## src/rtl/video_lock_ctrl.sv

```systemverilog
`timescale 1ns/1ps
// Video format lock controller: measures HS period, DE width and line count,
// qualifies the format over several frames and drives a frame-aligned enable.
module video_lock_ctrl #(
    parameter int H_WIDTH     = 1920,
    parameter int H_TOTAL     = 2200,
    parameter int V_HEIGHT    = 1080,
    parameter int LOCK_FRAMES = 4,
    parameter int CW          = 12
) (
    input  logic       vin_clk_i,
    input  logic       vin_rst_ni,
    input  logic       vin_hs_i,
    input  logic       vin_vs_i,
    input  logic       vin_de_i,
    output logic       locked_o,
    output logic       process_en_o,
    output logic [1:0] state_o,
    output logic       frame_o,
    output logic [7:0] loss_cnt_o
);

    typedef enum logic [1:0] {
        ST_SEARCH = 2'd0,
        ST_CHECK  = 2'd1,
        ST_LOCKED = 2'd2
    } state_t;

    localparam logic [CW-1:0] CNT_MAX   = '1;
    localparam logic [CW:0]   H_TOT_C   = (CW+1)'(H_TOTAL);
    localparam logic [CW-1:0] H_WID_C   = CW'(H_WIDTH);
    localparam logic [CW-1:0] V_HGT_C   = CW'(V_HEIGHT);
    localparam logic [3:0]    LOCK_C    = 4'(LOCK_FRAMES);

    // Async assert, clock-synchronous release
    logic [1:0] r_rst_sync;
    logic       w_rst_n;

    always_ff @(posedge vin_clk_i or negedge vin_rst_ni) begin
        if (!vin_rst_ni) r_rst_sync <= '0;
        else             r_rst_sync <= {r_rst_sync[0], 1'b1};
    end
    assign w_rst_n = r_rst_sync[1];

    logic          r_hs_q, r_vs_q, r_de_q;
    logic [CW-1:0] r_h_cnt, r_de_cnt, r_v_cnt;
    logic          r_h_seen, r_frame_bad;

    logic          w_hs_rise, w_vs_rise, w_de_fall, w_wdog;
    logic          w_h_err, w_de_err, w_line_err, w_frame_good;
    logic [CW-1:0] w_v_inc, w_v_end;

    assign w_hs_rise  = vin_hs_i & ~r_hs_q;
    assign w_vs_rise  = vin_vs_i & ~r_vs_q;
    assign w_de_fall  = ~vin_de_i & r_de_q;
    assign w_wdog     = (r_h_cnt == CNT_MAX);
    assign w_h_err    = w_hs_rise & r_h_seen
                      & (({1'b0, r_h_cnt} + (CW+1)'(1)) != H_TOT_C);
    assign w_de_err   = w_de_fall & (r_de_cnt != H_WID_C);
    assign w_line_err = w_h_err | w_de_err;
    assign w_v_inc    = (r_v_cnt == CNT_MAX) ? r_v_cnt : r_v_cnt + CW'(1);
    // A DE fall on the VS-rise cycle still belongs to the ending frame
    assign w_v_end    = w_de_fall ? w_v_inc : r_v_cnt;
    assign w_frame_good = ~r_frame_bad & ~w_line_err & (w_v_end == V_HGT_C);

    always_ff @(posedge vin_clk_i or negedge w_rst_n) begin
        if (!w_rst_n) begin
            r_hs_q      <= 1'b0;
            r_vs_q      <= 1'b0;
            r_de_q      <= 1'b0;
            r_h_cnt     <= '0;
            r_de_cnt    <= '0;
            r_v_cnt     <= '0;
            r_h_seen    <= 1'b0;
            r_frame_bad <= 1'b0;
        end else begin
            r_hs_q <= vin_hs_i;
            r_vs_q <= vin_vs_i;
            r_de_q <= vin_de_i;
            if (w_hs_rise)    r_h_cnt <= '0;
            else if (!w_wdog) r_h_cnt <= r_h_cnt + CW'(1);
            if (w_wdog)         r_h_seen <= 1'b0;
            else if (w_hs_rise) r_h_seen <= 1'b1;
            if (w_de_fall)
                r_de_cnt <= '0;
            else if (vin_de_i && r_de_cnt != CNT_MAX)
                r_de_cnt <= r_de_cnt + CW'(1);
            if (w_vs_rise) begin
                r_v_cnt     <= '0;
                r_frame_bad <= 1'b0;
            end else begin
                r_v_cnt     <= w_v_end;
                r_frame_bad <= r_frame_bad | w_line_err;
            end
        end
    end

    state_t     r_state, w_state_nxt;
    logic [3:0] r_good_cnt, w_good_nxt, w_good_inc;
    logic       r_pen, w_pen_nxt, w_loss_evt;
    logic       r_locked, r_frame;
    logic [7:0] r_loss;

    assign w_good_inc = r_good_cnt + 4'd1;

    always_comb begin
        w_state_nxt = r_state;
        w_good_nxt  = r_good_cnt;
        w_pen_nxt   = r_pen;
        w_loss_evt  = 1'b0;
        if (w_wdog) begin
            w_state_nxt = ST_SEARCH;
            w_good_nxt  = '0;
            w_pen_nxt   = 1'b0;
            w_loss_evt  = (r_state == ST_LOCKED);
        end else begin
            unique case (r_state)
                ST_SEARCH: begin
                    if (w_vs_rise) begin
                        w_state_nxt = ST_CHECK;
                        w_good_nxt  = '0;
                    end
                end
                ST_CHECK: begin
                    if (w_vs_rise && w_frame_good) begin
                        w_good_nxt = w_good_inc;
                        if (w_good_inc == LOCK_C) w_state_nxt = ST_LOCKED;
                    end else if (w_vs_rise) begin
                        w_good_nxt = '0;
                    end
                end
                ST_LOCKED: begin
                    if (w_line_err || (w_vs_rise && !w_frame_good)) begin
                        w_state_nxt = ST_CHECK;
                        w_good_nxt  = '0;
                        w_pen_nxt   = 1'b0;
                        w_loss_evt  = 1'b1;
                    end else if (w_vs_rise) begin
                        w_pen_nxt = 1'b1;
                    end
                end
                default: begin
                    w_state_nxt = ST_SEARCH;
                    w_good_nxt  = '0;
                    w_pen_nxt   = 1'b0;
                end
            endcase
        end
    end

    always_ff @(posedge vin_clk_i or negedge w_rst_n) begin
        if (!w_rst_n) begin
            r_state    <= ST_SEARCH;
            r_good_cnt <= '0;
            r_pen      <= 1'b0;
            r_locked   <= 1'b0;
            r_frame    <= 1'b0;
            r_loss     <= '0;
        end else begin
            r_state    <= w_state_nxt;
            r_good_cnt <= w_good_nxt;
            r_pen      <= w_pen_nxt;
            r_locked   <= (w_state_nxt == ST_LOCKED);
            r_frame    <= w_vs_rise;
            if (w_loss_evt && r_loss != 8'hFF) r_loss <= r_loss + 8'd1;
        end
    end

    assign locked_o     = r_locked;
    assign process_en_o = r_pen;
    assign state_o      = r_state;
    assign frame_o      = r_frame;
    assign loss_cnt_o   = r_loss;

endmodule
```

## config.mk

```make
export PLATFORM = sky130hd
export DESIGN_NAME = video_lock_ctrl
export DESIGN_NICKNAME = d
export VERILOG_FILES = /design/src/rtl/video_lock_ctrl.sv
export SDC_FILE = /design/constraint.sdc
export NUM_CORES = 1
export LEC_CHECK = 0
export CORE_UTILIZATION = 40
export CTS_BUF_LIST = sky130_fd_sc_hd__clkbuf_16
export CTS_CLUSTER_SIZE = 14
export DETAILED_ROUTE_END_ITERATION = 8
export MAX_ROUTING_LAYER = met4
export PLACE_DENSITY = 0.59
export SLEW_MARGIN = 0
export SYNTH_ARGS = -nofsm -noshare
export SYNTH_HDL_FRONTEND = slang
export SYNTH_SLANG_ARGS = --single-unit
```

## constraint.sdc

```tcl
create_clock -name vin_clk_i -period 4.3 [get_ports vin_clk_i]
set_input_delay 0.86 -clock vin_clk_i [delete_from_list [all_inputs] [get_ports vin_clk_i]]
set_output_delay 0.86 -clock vin_clk_i [all_outputs]
set_load 0.02 [all_outputs]
```

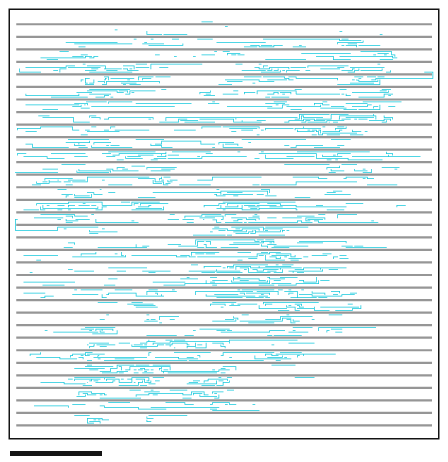
Fig. 1. M1 wires (run 1).
Bar = 20 microns. Supply wires on this layer in grey.
The longest straight run is 28.5 microns. The wires run mostly horizontal.
vias: 2653
GRT met1 Usage: 0.244
final WL: 6.79 mm

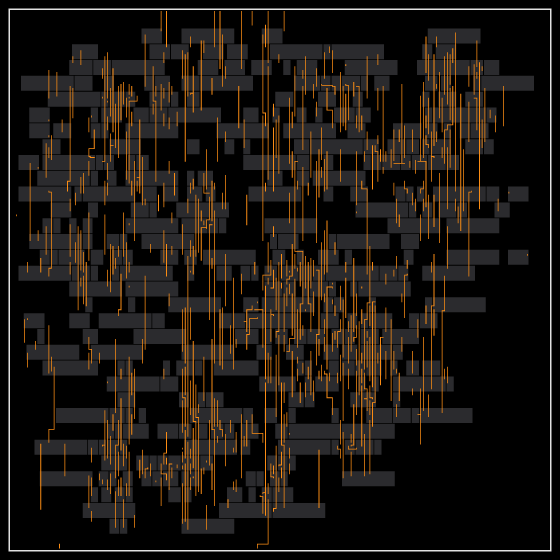
Fig. 2. Metal 2 (run 1).
294 nets have wire on it. The wires run mostly vertical. The longest straight run is 30.9 microns. The layer holds 44% of the routed length. The layer carries 2980 microns of wire.
met2 GRT Util: 0.260

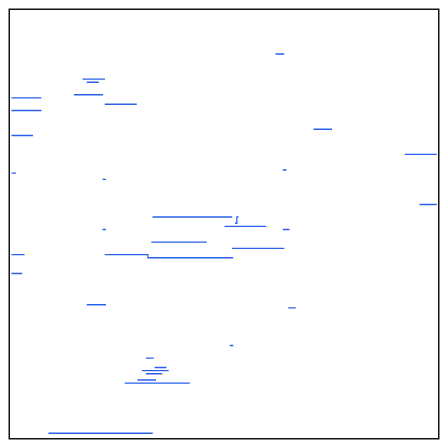
Fig. 3. Signal wires on met3 (run 1).
24 nets have wire on it. The layer carries 195 microns of wire. The layer holds 2.9% of the routed length.
met3 Use GR: 0.0296

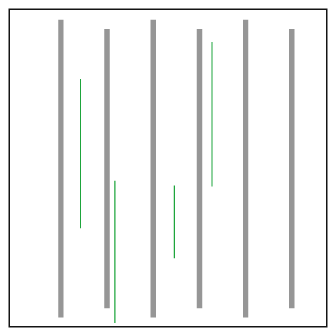
Fig. 4. Met4 routing (run 1).
Supply wires on this layer in grey.
2 nets have wire on it. The layer holds 2.2% of the routed length. The wires run mostly vertical. The layer carries 148 microns of wire.

==> results_dict.tcl, run 1 <==
# flow metrics
set metrics [dict create \
    numCtsBuffers 9 \
    postRouteAntennaNets 0 \
    via_per_inst 5.59 \
    xor_share 0.0584 \
    simple_gate_share 0.260 \
    r2r-start "r_v_cnt[0]" \
    yosysSeqAreaShare 0.455 \
    fin_skew_ns 0.00434 \
    rsz0062_at_grt "no" \
    ys.flop_type "dfrtp_1" \
    hp-start "r_rst_sync[0]" \
    crit_type "input port to register" \
    status "completed" \
    syn_area_sq_um 3300 \
    grt_pass1_vias 2483 \
    die_h_microns 92.9 \
    synth_warnings 0 \
    drive_above_1_share 0.0724 \
    edf_count 0 \
    clk_pin_slew_worst_paths_ns 0.05 \
    cpMaxStageDelayCell "clkdlybuf4s50_1" \
    gp_congestion 0.819 \
    diodes 0 \
    fmax_ghz 0.288 \
    clockRootBuffer "clkbuf_16" \
    syn-mean-instance-area_sq_um 9.41 \
    grt_pass1_wl_mm 11.9 \
    seq_power_w 0.000648 \
    fin_setup_tns_ns 0 \
    wl_met1_mm 3.46 \
    die_w_microns 92.9 \
    ys_area_sq_um 3300 \
    clk_latency_ns 0.32 \
    setup_viol 0 \
    share_seq_of_total_power 0.467 \
    core_area_sq_um 7850 \
    placed_area_sq_um 3570 \
]
-- run 1: per-stage QoR --
step / setup slack, ns / power [W] / utilization / std cells
5_1_grt: 0.607 / 0.00146 / 0.487 / 475
6_report: 0.827 / 0.00139 / 0.487 / 475
2_1_floorplan: 1.32 / 0.000748 / - / 351
4_1_cts: 0.796 / 0.00141 / 0.487 / 475
3_3_place_gp: 0.558 / 0.000787 / 0.455 / 461
3_5_place_dp: 0.455 / 0.000791 / 0.455 / 461
-- run 1: final cells by class --
cell class	count	area, sq um	area share
Tap cell	102	128	0.0334
Timing Repair Buffer	20	193	0.0505
Sequential cell	60	1500	0.394
Clock inverter	5	22.5	0.00590
Clock buffer	9	225	0.0590
Multi-Input combinational cell	267	1700	0.446
Inverter	12	45.0	0.0118
-- run 1: final timing paths --
path	endpoint	slack, ns	cells past startpoint
max in group asynchronous	r_hs_q	3.39	1
worst min-delay path	r_rst_sync[1]	0.35	0
worst max-delay path	loss_cnt_o[1]	0.83	9
min in group asynchronous	r_de_cnt[1]	0.41	1
worst max register to register	loss_cnt_o[1]	1.19	9
worst min register to register	r_rst_sync[1]	0.35	0
-- run 1: flip-flops by register name, summed over array words and instances (netlist names), 2 cells and up --
register	count
r_de_cnt	12
state_o	2
loss_cnt_o	8
r_v_cnt	12
r_h_cnt	12
r_rst_sync	2
r_good_cnt	4
-- run 1: Yosys cell counts (all sizes together) (6+ instances only) --
cell type   n  share of area
dfrtp      60           0.45
nor2       36          0.041
nand2      32          0.036
nand3      24          0.040
a21oi      20          0.034
o21ai      18          0.027
xor2       17          0.045
inv        12          0.014
clkbuf     11          0.013
and3        9          0.017
and4        8          0.021
nor3        8          0.012
a211oi      7          0.016
ha          6          0.023
nor4        6          0.013
Fig. 5: run 1, routing congestion
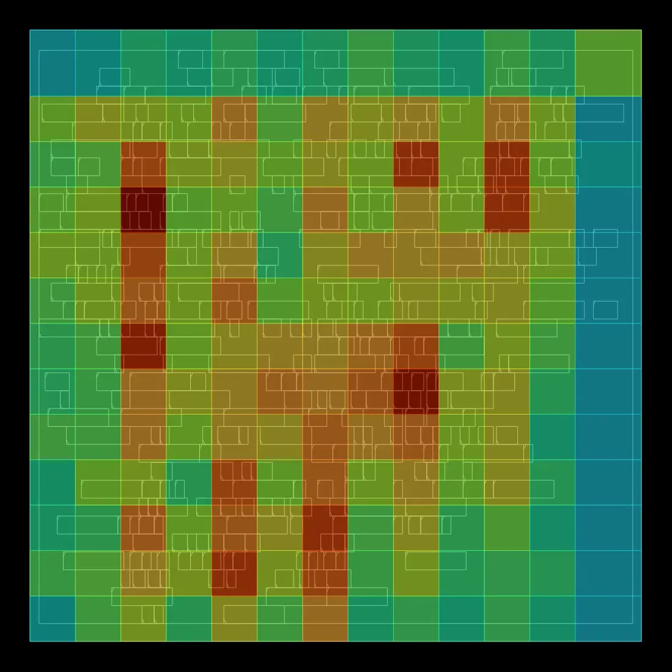

## Run 2: what changed since run 1
PLACE_DENSITY = 0.61   (was 0.59)
clock period = 3.1 ns   (was 4.3 ns; I/O delays follow)
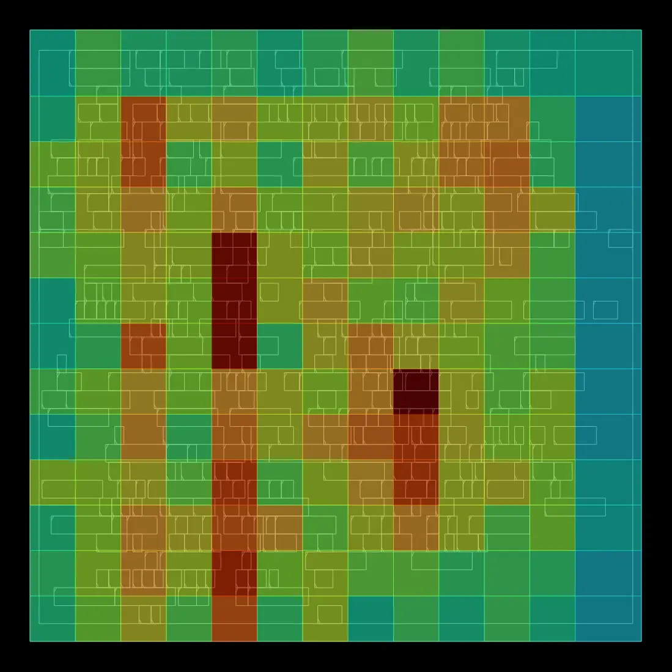
Fig. 6. Routing congestion (run 2).
met3 Use GR: 0.0369
GRT Util Overall: 0.184
routed len/inst: 14.3 microns
Core Util, Final: 0.518
global route hottest layer: met1

==> run 2 against run 1 <==
Effect of this change: area after synthesis did not move; die size is the same; non-clock buffer count increased by 25; flip-flop count stayed put; utilization is 3.1 points higher; first-iteration DRC count down 24%; setup slack lost 0.69 ns; critical path depth increased by 3; largest power group is now clock; clock power rose by 57%; hold slack lost 0.0043 ns; critical endpoint is now r_good_cnt[3]; sequential power rose by about 40%.
==> results_dict.tcl, run 2 <==
# flow metrics
set metrics [dict create \
    yosysTopAreaCell "dfrtp_1" \
    num-nonclk-buffers 45 \
    yosys-top-cells-count "dfrtp_1, nor2_1, nand2_1" \
    use_met1 0.261 \
    place_ws_ns -0.192 \
    fin_skew_ns 0.00911 \
    mi_logic_area_sq_um 1720 \
    wl_met1_mm 3.64 \
    ys.flop_type "dfrtp_1" \
    synthTopCellsByArea "dfrtp_1, xor2_1, nor2_1, nand2_1, nand3_1" \
    seq_cell_count 60 \
    buf_share 0.0937 \
    yosys.cell_count.top_type "dfrtp_1" \
    core_area_sq_um 7850 \
    grt_use_met2 0.256 \
    ys_area_sq_um 3300 \
    setup_viol 0 \
    grt_pass1_wl_mm 12.2 \
    dominant-cell-class "multi-input combinational cells" \
    edf_count 0 \
    syn_area_sq_um 3300 \
    simple_gate_share 0.260 \
    via_per_inst 5.49 \
    status "completed" \
    layout.nets 406 \
    setup_ws_ns 0.139 \
    die_w_microns 92.9 \
    seq_share 0.370 \
    postRouteAntennaNets 0 \
    seqCellArea_sq_um 1500 \
    grt_pass1_vias 2552 \
    final-instance-count-excl-fill 502 \
    clock_area_frac 0.0696 \
    die_h_microns 92.9 \
    drive_above_1_share 0.145 \
    crit_type "input port to register" \
    n_tap_cell 102 \
    finalWirelength_mm 7.18 \
    logic_gates 267 \
    comb_share 0.424 \
    gp_congestion 0.814 \
    inverters 12 \
    xor_share 0.0584 \
    clkbuf_count 9 \
    clk_pin_slew_worst_paths_ns 0.05 \
    fin_setup_tns_ns 0 \
    numCtsBuffers 9 \
    clk_latency_ns 0.33 \
    reg_top3 "r_de_cnt: 12 flops, r_h_cnt: 12 flops, r_v_cnt: 12 flops" \
    clockRootBuffer "clkbuf_16" \
]
run 2: worst max-delay path, delay by kind of cell:
family,cells,cell delay [ns]
buffers and inverters,4,0.97
and+or+nand+nor,4,0.84
AOI/OAI and AO/OA,3,0.41
muxes,1,0.37
run 2: final timing paths:
| check | start | to | slack, ns | depth (start not counted) |
|---|---|---|---|---|
| setup / recovery | vin_de_i | r_good_cnt[3] | 0.14 | 12 |
| hold reg to reg | r_rst_sync[0] | r_rst_sync[1] | 0.35 | 0 |
| setup reg to reg | r_v_cnt[0] | loss_cnt_o[4] | 0.25 | 9 |
| hold / removal | r_rst_sync[0] | r_rst_sync[1] | 0.35 | 0 |
| min in group asynchronous | r_rst_sync[1] | r_v_cnt[11] | 0.36 | 0 |
| max in group asynchronous | r_rst_sync[1] | process_en_o | 1.92 | 1 |
run 2: where the power goes:
part / internal, W / switching, W / leakage, nW / total, W
clock: 0.000608 / 0.000345 / 0.135 / 0.000953
combinational: 0.0000974 / 0.000104 / 0.803 / 0.000201
sequential: 0.000830 / 0.0000764 / 0.764 / 0.000907
total: 0.00154 / 0.000525 / 1.70 / 0.00206
run 2: cells by family after synthesis:
logic type | Yosys count
mux | 5
xor+xnor | 22
other cells | 1
flops | 60
compound gates | 76
buf+inv | 24
simple gates | 157
fa+ha+maj | 6
run 2: stage by stage:
step,area (sq um),power (W)
after floorplan,3300,0.00104
after global placement,3760,0.00111
after detailed placement,3760,0.00112
after CTS,4040,0.00208
after global routing,4060,0.00215
final,4060,0.00206
run 2: timing repair:
action / 4_1_cts / 5_1_grt
setup endpoints to repair: 0 / 6
endpoints found under the hold margin: 0 / 0
gates resized: 0 / 7
Power is estimated from default activity; no workload was simulated.
